==> src/rtl/riscv_ctrl_pkg.sv <==
// Shared encodings for the multicycle RISC-V controller:
// states, opcodes, ALU codes, mux selects and per-state controls.
package riscv_ctrl_pkg;

  typedef enum logic [3:0] {
    S_FETCH    = 4'd0,
    S_DECODE   = 4'd1,
    S_MEMADR   = 4'd2,
    S_MEMREAD  = 4'd3,
    S_MEMWB    = 4'd4,
    S_MEMWRITE = 4'd5,
    S_EXECR    = 4'd6,
    S_EXECI    = 4'd7,
    S_ALUWB    = 4'd8,
    S_BEQ      = 4'd9,
    S_JAL      = 4'd10,
    S_ILLEGAL  = 4'd11
  } state_t;

  localparam logic [6:0] OP_LW  = 7'b0000011;
  localparam logic [6:0] OP_SW  = 7'b0100011;
  localparam logic [6:0] OP_R   = 7'b0110011;
  localparam logic [6:0] OP_I   = 7'b0010011;
  localparam logic [6:0] OP_BEQ = 7'b1100011;
  localparam logic [6:0] OP_JAL = 7'b1101111;

  localparam logic [1:0] ALUOP_ADD  = 2'b00;
  localparam logic [1:0] ALUOP_SUB  = 2'b01;
  localparam logic [1:0] ALUOP_FUNC = 2'b10;

  localparam logic [2:0] ALU_ADD = 3'b000;
  localparam logic [2:0] ALU_SUB = 3'b001;
  localparam logic [2:0] ALU_AND = 3'b010;
  localparam logic [2:0] ALU_OR  = 3'b011;
  localparam logic [2:0] ALU_SLT = 3'b101;

  localparam logic       ADR_PC     = 1'b0;
  localparam logic       ADR_RESULT = 1'b1;

  localparam logic [1:0] SRCA_PC    = 2'b00;
  localparam logic [1:0] SRCA_OLDPC = 2'b01;
  localparam logic [1:0] SRCA_RD1   = 2'b10;

  localparam logic [1:0] SRCB_RD2  = 2'b00;
  localparam logic [1:0] SRCB_IMM  = 2'b01;
  localparam logic [1:0] SRCB_FOUR = 2'b10;

  localparam logic [1:0] RES_ALUOUT    = 2'b00;
  localparam logic [1:0] RES_READDATA  = 2'b01;
  localparam logic [1:0] RES_ALURESULT = 2'b10;

  localparam logic [1:0] IMM_I = 2'b00;
  localparam logic [1:0] IMM_S = 2'b01;
  localparam logic [1:0] IMM_B = 2'b10;
  localparam logic [1:0] IMM_J = 2'b11;

  typedef struct packed {
    logic       pc_update;
    logic       branch;
    logic       adr_src;
    logic       mem_write;
    logic       ir_write;
    logic       reg_write;
    logic [1:0] result_src;
    logic [1:0] alu_src_a;
    logic [1:0] alu_src_b;
    logic [1:0] alu_op;
    logic       done;
    logic       illegal;
  } ctrl_t;

  function automatic ctrl_t state_ctrl(state_t s);
    ctrl_t c;
    c = '0;
    c.adr_src    = ADR_PC;
    c.result_src = RES_ALUOUT;
    c.alu_src_a  = SRCA_PC;
    c.alu_src_b  = SRCB_RD2;
    c.alu_op     = ALUOP_ADD;
    unique case (s)
      S_FETCH: begin
        c.ir_write   = 1'b1;
        c.alu_src_b  = SRCB_FOUR;
        c.result_src = RES_ALURESULT;
        c.pc_update  = 1'b1;
      end
      S_DECODE: begin
        c.alu_src_a = SRCA_OLDPC;
        c.alu_src_b = SRCB_IMM;
      end
      S_MEMADR: begin
        c.alu_src_a = SRCA_RD1;
        c.alu_src_b = SRCB_IMM;
      end
      S_MEMREAD: c.adr_src = ADR_RESULT;
      S_MEMWB: begin
        c.result_src = RES_READDATA;
        c.reg_write  = 1'b1;
        c.done       = 1'b1;
      end
      S_MEMWRITE: begin
        c.adr_src   = ADR_RESULT;
        c.mem_write = 1'b1;
        c.done      = 1'b1;
      end
      S_EXECR: begin
        c.alu_src_a = SRCA_RD1;
        c.alu_op    = ALUOP_FUNC;
      end
      S_EXECI: begin
        c.alu_src_a = SRCA_RD1;
        c.alu_src_b = SRCB_IMM;
        c.alu_op    = ALUOP_FUNC;
      end
      S_ALUWB: begin
        c.reg_write = 1'b1;
        c.done      = 1'b1;
      end
      S_BEQ: begin
        c.alu_src_a = SRCA_RD1;
        c.alu_op    = ALUOP_SUB;
        c.branch    = 1'b1;
        c.done      = 1'b1;
      end
      S_JAL: begin
        c.alu_src_a = SRCA_OLDPC;
        c.alu_src_b = SRCB_FOUR;
        c.pc_update = 1'b1;
      end
      S_ILLEGAL: c.illegal = 1'b1;
      default: c.illegal = 1'b1;
    endcase
    return c;
  endfunction

endpackage

==> src/rtl/alu_decoder.sv <==
// ALUControl decode from ALUOp, funct3 and the sub/add
// distinguishing bits of the instruction.
module alu_decoder
  import riscv_ctrl_pkg::*;
#(
  parameter int ALUCTRL_W = 3
) (
  input  logic [1:0]           alu_op,
  input  logic [2:0]           funct3,
  input  logic                 op5,
  input  logic                 funct7b5,
  output logic [ALUCTRL_W-1:0] alu_control
);

  logic [2:0] code;

  always_comb begin
    code = ALU_ADD;
    unique case (alu_op)
      ALUOP_ADD: code = ALU_ADD;
      ALUOP_SUB: code = ALU_SUB;
      ALUOP_FUNC: begin
        unique case (funct3)
          3'b000:  code = (op5 && funct7b5) ? ALU_SUB : ALU_ADD;
          3'b010:  code = ALU_SLT;
          3'b110:  code = ALU_OR;
          3'b111:  code = ALU_AND;
          default: code = ALU_ADD;
        endcase
      end
      default: code = ALU_ADD;
    endcase
  end

  assign alu_control = ALUCTRL_W'(code);

endmodule

==> src/rtl/riscv_mc_controller.sv <==
// Multicycle RISC-V main controller: Moore FSM with registered
// per-state controls, ImmSrc decode and the ALU decoder.
module riscv_mc_controller
  import riscv_ctrl_pkg::*;
#(
  parameter int ALUCTRL_W = 3
) (
  input  logic                 clk,
  input  logic                 rst,
  input  logic [6:0]           op,
  input  logic [2:0]           funct3,
  input  logic                 funct7b5,
  input  logic                 zero,
  output logic                 PCWrite,
  output logic                 AdrSrc,
  output logic                 MemWrite,
  output logic                 IRWrite,
  output logic                 RegWrite,
  output logic [1:0]           ResultSrc,
  output logic [1:0]           ALUSrcA,
  output logic [1:0]           ALUSrcB,
  output logic [1:0]           ImmSrc,
  output logic [ALUCTRL_W-1:0] ALUControl,
  output logic                 instr_done,
  output logic                 illegal,
  output logic [3:0]           state
);

  state_t cur;
  state_t nxt;
  ctrl_t  ctrl;
  logic   live;

  always_comb begin
    nxt = cur;
    unique case (cur)
      S_FETCH:  nxt = S_DECODE;
      S_DECODE: begin
        unique case (op)
          OP_LW, OP_SW: nxt = S_MEMADR;
          OP_R:         nxt = S_EXECR;
          OP_I:         nxt = S_EXECI;
          OP_BEQ:       nxt = S_BEQ;
          OP_JAL:       nxt = S_JAL;
          default:      nxt = S_ILLEGAL;
        endcase
      end
      S_MEMADR:   nxt = (op == OP_LW) ? S_MEMREAD : S_MEMWRITE;
      S_MEMREAD:  nxt = S_MEMWB;
      S_MEMWB:    nxt = S_FETCH;
      S_MEMWRITE: nxt = S_FETCH;
      S_EXECR:    nxt = S_ALUWB;
      S_EXECI:    nxt = S_ALUWB;
      S_JAL:      nxt = S_ALUWB;
      S_ALUWB:    nxt = S_FETCH;
      S_BEQ:      nxt = S_FETCH;
      S_ILLEGAL:  nxt = S_ILLEGAL;
      default:    nxt = S_ILLEGAL;
    endcase
  end

  // Controls are registered alongside the state they belong to.
  always_ff @(posedge clk) begin
    if (rst) begin
      cur  <= S_FETCH;
      ctrl <= state_ctrl(S_FETCH);
    end else begin
      cur  <= nxt;
      ctrl <= state_ctrl(nxt);
    end
  end

  // Enables stay quiet while reset is held.
  assign live       = ~rst;
  assign PCWrite    = live & (ctrl.pc_update | (ctrl.branch & zero));
  assign MemWrite   = live & ctrl.mem_write;
  assign IRWrite    = live & ctrl.ir_write;
  assign RegWrite   = live & ctrl.reg_write;
  assign instr_done = live & ctrl.done;
  assign illegal    = live & ctrl.illegal;
  assign AdrSrc     = ctrl.adr_src;
  assign ResultSrc  = ctrl.result_src;
  assign ALUSrcA    = ctrl.alu_src_a;
  assign ALUSrcB    = ctrl.alu_src_b;
  assign state      = cur;

  always_comb begin
    ImmSrc = IMM_I;
    unique case (op)
      OP_SW:   ImmSrc = IMM_S;
      OP_BEQ:  ImmSrc = IMM_B;
      OP_JAL:  ImmSrc = IMM_J;
      default: ImmSrc = IMM_I;
    endcase
  end

  alu_decoder #(
    .ALUCTRL_W(ALUCTRL_W)
  ) u_alu_dec (
    .alu_op     (ctrl.alu_op),
    .funct3     (funct3),
    .op5        (op[5]),
    .funct7b5   (funct7b5),
    .alu_control(ALUControl)
  );

endmodule

==> config.mk <==
export PLATFORM = sky130hd
export DESIGN_NAME = riscv_mc_controller
export DESIGN_NICKNAME = d
export VERILOG_FILES = /design/src/rtl/riscv_ctrl_pkg.sv /design/src/rtl/alu_decoder.sv /design/src/rtl/riscv_mc_controller.sv
export SDC_FILE = /design/constraint.sdc
export NUM_CORES = 1
export LEC_CHECK = 0
export ABC_AREA = 1
export CAP_MARGIN = 20
export CORE_MARGIN = 4
export CORE_UTILIZATION = 40
export DETAILED_ROUTE_END_ITERATION = 12
export HOLD_SLACK_MARGIN = 0.1
export PLACE_DENSITY_LB_ADDON = 0.25
export SETUP_SLACK_MARGIN = 0.2
export SLEW_MARGIN = 20
export SYNTH_ARGS = -nofsm -noshare
export SYNTH_HDL_FRONTEND = slang
export SYNTH_SLANG_ARGS = --single-unit
==> constraint.sdc <==
create_clock -name clk -period 1.3 [get_ports clk]
set_input_delay 0.325 -clock clk [delete_from_list [all_inputs] [get_ports clk]]
set_output_delay 0.325 -clock clk [all_outputs]
set_load 0.02 [all_outputs]
Fig. 1: run 1, pin map
Drawn at 4 px/µm. Pins as bars across the die edge, other pins in gray.
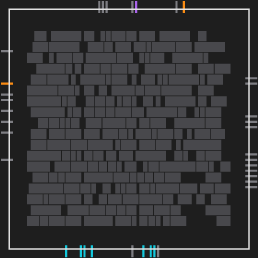
color	port	pins	direction	edge
cyan	`op`	7	input	south
purple	`zero`	1	input	north
orange	`ALUSrcA`	2	output	1 west, 1 north

Fig. 2: run 1, port wiring
Drawn at 6 px/µm.
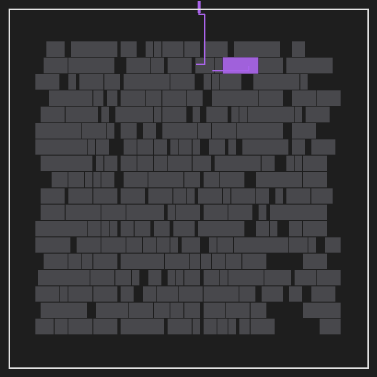
color	port	bits	direction	edge	end cells	buffers	wire
purple	`zero`	1	input	north	1	1	17.8 µm
I/O pin cnt: 36
I/O Buffers: 35

==> flow_summary.json, run 1 <==
{
  "status": "finished with violations",
  "violations": "negative setup slack",
  "postSynthCellCount": 148,
  "n_tap_cell": 30,
  "use_met1_pct": 19.0,
  "globalplace.congestion": 0.902,
  "area_growth_pct": 104,
  "route.met2.wl_mm": 2.29,
  "min_path_type": "primary input to register",
  "met1Wirelength_mm": 1.46,
  "mux_share_pct": 0,
  "cp-end-kind": "primary output",
  "ys_ff": 19,
  "grt_overflow": 0,
  "nets": 234,
  "die_w_um": 59.6,
  "synth_seq_share_pct": 35.8,
  "synth.most_common_cell": "nand2_1",
  "crit_slowest_cell": "dfxtp_2",
  "die_h_um": 59.6,
  "hold_buffers": 0,
  "wl_per_cell_um": 16.6,
  "cp_num_buf_inv": 3,
  "layout_setup_ws_ns": -0.497,
  "p_sw_mw": 1.07,
  "cp-startpoint": "ctrl[2]$_SDFF_PP0_",
  "fp-utilization_pct": 42.5,
  "p_int_mw": 1.48,
  "clock_cell_area_share_pct": 1.21,
  "cts_root_buf": "clkbuf_4",
  "hold_depth": 4,
  "tool_warnings": 30,
  "hold_viol": 0,
  "synth.distinct_cells": 28,
  "grt_pass1_wl_mm": 4.85,
  "final-setup-viol-count": 17,
  "largest_register_ffs": 9,
  "yosys_area_mm2": 0.00106,
  "drv_slew": 0,
  "holdPathEnd": "ctrl[12]$_SDFF_PP0_",
  "max_stage_delay_ns": 0.37,
  "place_inst": 231,
  "nonClockInverterCount": 31,
  "yosys_warnings": 0
}
Fig. 3: run 1, where the registers sit
Drawn at 4 px/µm. Other sequential cells in the stronger gray, the rest of the logic in the fainter gray.
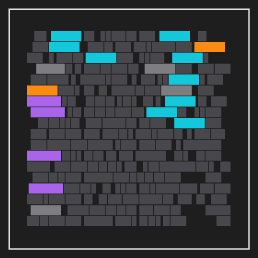
color	name in the netlist	placed flops
purple	`state`	4
orange	`ALUSrcA`	2
cyan	`ctrl`	9
flip-flop and latch area: 413 µm²
seq pwr: 0.803 mW
sequential share of cell area: 19.0%
final core utilization: 86.7%

Fig. 4: run 1, wiring by layer
Drawn at 6 px/µm.
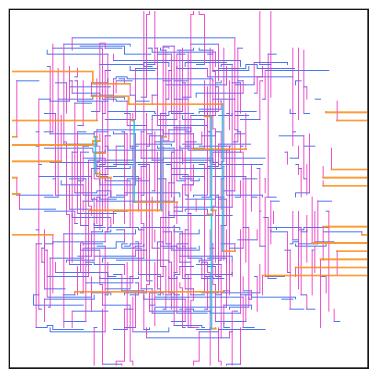
color	layer	wire length
blue	metal 1	1460 µm
cyan	metal 4	91.1 µm
orange	metal 3	245 µm
magenta	metal 2	2290 µm

Fig. 5: run 1, congestion heat map
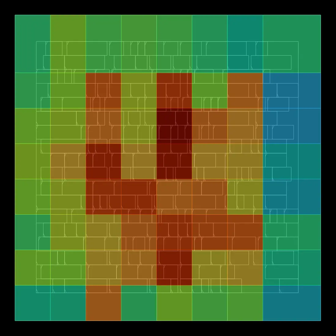

--- run 2 (diff from run 1) ---
Settings changed: CTS_CLUSTER_SIZE set to 10, SKIP_CTS_REPAIR_TIMING set to 1.
Fig. 6: run 2, congestion heat map
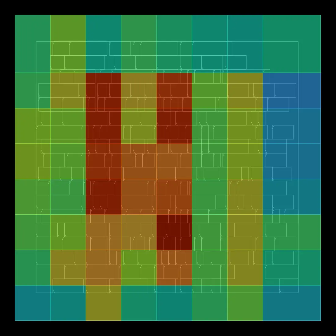
GR Util met1: 17.6%
GR Util All Layers: 16.1%

==> run 2 against run 1 <==
The run still ends with negative setup slack left. Largest cell class unchanged. Routed wire length shrank 22%. Register-to-register slack about the same. First-iteration DRC count is 6.1% higher. Global-route usage is 1.9 points lower. Die area did not move. Non-clock buffer count fell by 6. Maximum frequency is 2.0% higher. Via count shrank 5.8%. Clock power decreased by 8.0%. Sequential cell count stayed put. Critical endpoint unchanged. Total power decreased by 6.3%.
==> flow_summary.json, run 2 <==
{
  "status": "finished with violations",
  "violations": "negative setup slack",
  "fp-utilization_pct": 42.5,
  "nonClockInverterCount": 31,
  "crit_slowest_cell": "dfxtp_2",
  "p_int_mw": 1.43,
  "final-setup-viol-count": 16,
  "drv_slew": 0,
  "synth.distinct_cells": 28,
  "globalplace.congestion": 0.902,
  "n_tap_cell": 30,
  "wl_per_cell_um": 13.1,
  "min_path_type": "primary input to register",
  "hold_viol": 0,
  "max_stage_delay_ns": 0.35,
  "cp-startpoint": "ctrl[2]$_SDFF_PP0_",
  "place_inst": 231,
  "layout_setup_ws_ns": -0.462,
  "seq_power_mw": 0.776,
  "die_h_um": 59.6,
  "area_growth_pct": 94.9,
  "die_w_um": 59.6,
  "hold_depth": 4,
  "postLayoutCoreUtil_pct": 82.9,
  "met1Wirelength_mm": 1.21,
  "synth_seq_share_pct": 35.8,
  "ys_ff": 19,
  "seq_area_um2": 409,
  "ios": 36,
  "postSynthCellCount": 148,
  "grt_overflow": 0,
  "synth.most_common_cell": "nand2_1",
  "nets": 228,
  "clock_cell_area_share_pct": 1.27,
  "largest_register_ffs": 9,
  "numPortBuffers": 35,
  "cp_num_buf_inv": 3,
  "seq_area_share_pct": 19.7
}
Fig. 7: run 2, port wiring
Drawn at 6 px/µm.
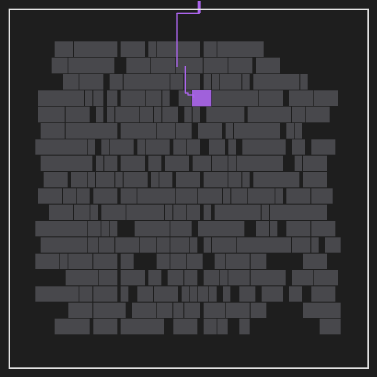
color	port	bits	direction	edge	end cells	buffers	wire
purple	`zero`	1	input	north	1	1	19.3 µm

No activity file was given, so power comes from the tool's default toggle rates.
